==> run_1/cell_classes.png <==
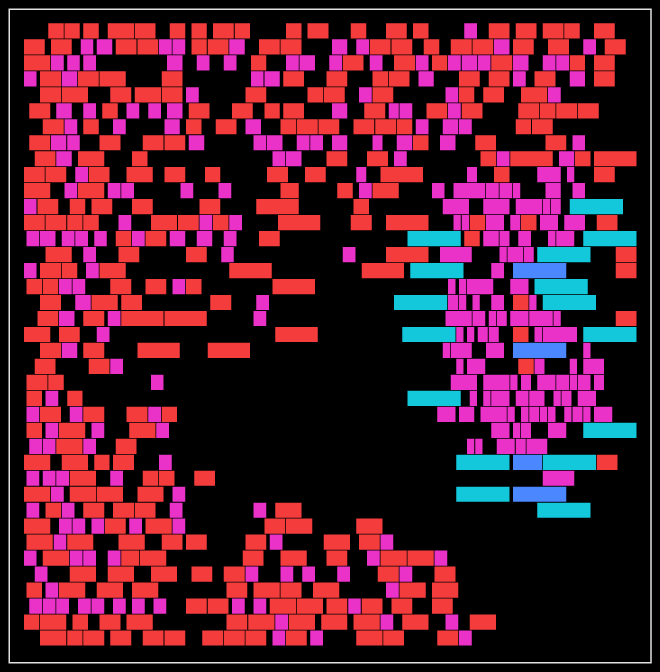
==> run_1/clock_map.png <==
Bar = 20 um.
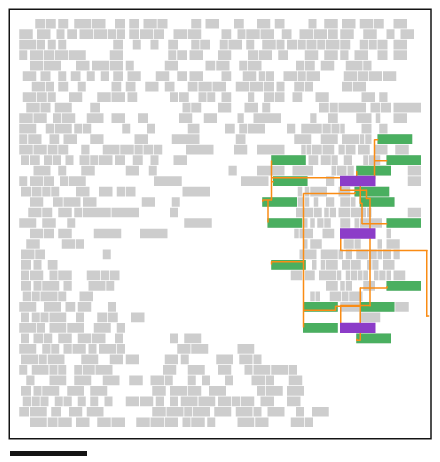
==> run_1/final_clocks.png <==
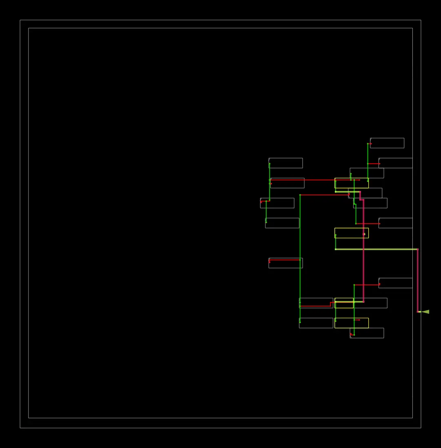
Design avalon_mm_arbiter, sky130hd; sources not shown.
==> impl_metrics.py, run 1 <==
# Generated from Yosys and OpenROAD reports
metrics = {
    "sta": {
        "report.final.hold_viol_count": 0,
        "worst_hold_slack_ns": 0.391,
        "finalCritPeriodShare": 0.897,
        "tns_ns": 0,
        "rsz0062_at_grt": "yes",
    },
    "final_layout": {
        "inverters": 8,
        "largest_reg_flops": 11,
        "largest_class": "buffers",
    },
    "clock_network": {
        "root_buffer": "clkbuf_16",
        "cts_resized": 3,
    },
    "synth": {
        "ys_cells": 313,
        "yosys.area_share.aoi": 0.174,
        "xor_share": 0.0382,
        "top_area_frac": 0.264,
        "synth-edff-count": 0,
        "ys_types": 45,
        "netlist_area_mm2": 0.00229,
    },
    "power": {
        "vdd_drop_max_uv": 460,
    },
    "place": {
        "io_buffers": 276,
        "place_area_mm2": 0.00523,
        "dp.final_hpwl_um": 10100,
    },
    "detailed_routing": {
        "wl_met2_um": 5900,
        "num_vias": 3210,
        "wl_met1_um": 4980,
    },
    "setup_path": {
        "crit_path_end_kind": "flop",
        "cp.required_ns": 2.69,
        "ff2ff_path_depth": 8,
        "worst-setup-path-type": "reg -> reg",
    },
    "status": {
        "status": "finished clean",
    },
    "job": {
        "max_cap_viol_count": 0,
    },
    "floorplan": {
        "die_w_um": 109,
    },
}
## Picture notes: cell_classes.png
[magenta] all other logic | cells: 271 | share of their area: 34%
[blue] clock drivers and dummy loads | cells: 4 | share of their area: 1.7%
[red] other buffers and delay cells | cells: 289 | share of their area: 57%
[cyan] flip-flops | cells: 16 | share of their area: 7.5%
fraction of area in registers: 0.0730
Finished Core Util: 0.495
core area: 0.0111 mm2
Rows: 39

## Picture notes: clock_map.png
[purple] cells driving clock nets | count: 3
[green] flip-flops | count: 16
[orange] clock wires | length: 272 um
flops lie: middle right
clock share of power: 0.077
Latency at later pin: 0.25 ns
clock-net power: 339 uW

## Picture notes: final_clocks.png
Clock Sinks: 16
Seq Cell Count: 16
Inserted Clock Buffers: 3
# clk buffers: 4

==> run_1/registers.png <==
Other sequential cells in the stronger grey, the rest of the logic in the fainter grey.
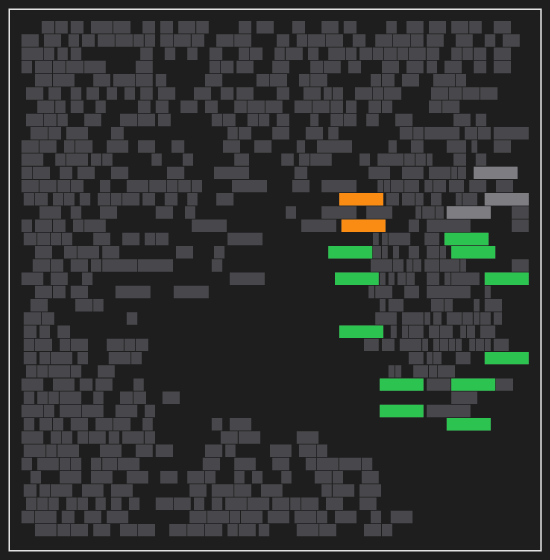

==> run 2: changes to the inputs <==
--- a/config.mk
+++ b/config.mk
@@ -7,9 +7,11 @@
 export LEC_CHECK = 0
 export CAP_MARGIN = 20
 export CORE_AREA = 2 2 107 109
+export CTS_CLUSTER_SIZE = 40
 export DETAILED_ROUTE_END_ITERATION = 12
 export DIE_AREA = 0 0 109 111
 export PLACE_DENSITY = 0.67
+export REMOVE_ABC_BUFFERS = 1
 export SETUP_SLACK_MARGIN = 0.2
 export SYNTH_ARGS = -nofsm -noshare
 export SYNTH_HDL_FRONTEND = slang
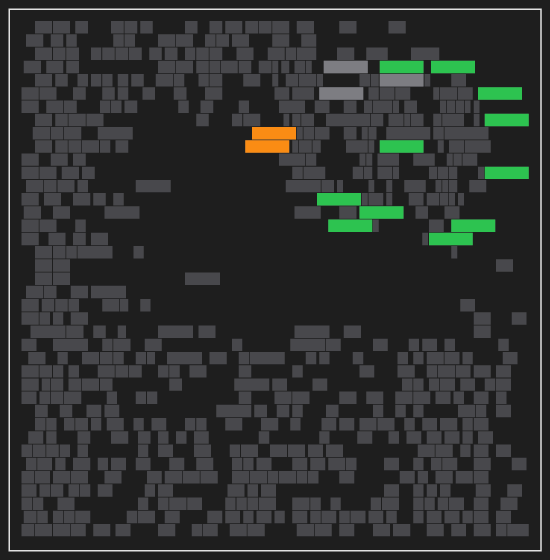
(run_2/registers.png)
Other sequential cells in the stronger grey, the rest of the logic in the fainter grey.
[orange] state | flops: 2
[green] u_watchdog/count | flops: 11
not coloured: 3
Flop area: 400 um2
fraction of area in registers: 0.0761
Finished Core Util: 0.475
Seq power: 320 uW

==> run 2 against run 1 <==
Cell area shrank 4.1%. Power shrank 3.5%. Combinational power shrank 3%. Clock-buffer cell count shrank 1. Via count grew 0.53%. Sequential cell count is the same. Largest power group unchanged. Area after synthesis is the same.
==> impl_metrics.py, run 2 <==
# Generated from Yosys and OpenROAD reports
metrics = {
    "power": {
        "clkPwrFrac": 0.070,
        "vdd_drop_max_uv": 500,
        "p_clk_uw": 297,
    },
    "sta": {
        "report.final.hold_viol_count": 0,
        "finalCritPeriodShare": 0.913,
        "rsz0062_at_grt": "yes",
        "worst_hold_slack_ns": 0.406,
    },
    "detailed_routing": {
        "wl_met2_um": 6030,
        "num_vias": 3227,
        "wl_met1_um": 5430,
    },
    "final_layout": {
        "seq_cells": 16,
        "largest_reg_flops": 11,
        "num-clock-buffers": 3,
        "largest_class": "buffers",
    },
    "clock_network": {
        "clock_latency_ns": 0.24,
        "clock-sinks": 16,
        "cts_buffers": 3,
        "cts_resized": 82,
    },
    "synth": {
        "xor_share": 0.0382,
        "ys_types": 45,
        "ys_cells": 313,
        "netlist_area_mm2": 0.00229,
        "top_area_frac": 0.264,
    },
    "floorplan": {
        "die_w_um": 109,
        "core_region_area_mm2": 0.0111,
        "rows": 39,
    },
    "setup_path": {
        "worst-setup-path-type": "reg -> reg",
        "cp.required_ns": 2.69,
    },
    "status": {
        "status": "finished clean",
    },
    "place": {
        "io_buffers": 276,
        "dp.final_hpwl_um": 10600,
    },
    "job": {
        "max_cap_viol_count": 0,
    },
}
No activity file was given, so power comes from the tool's default toggle rates.
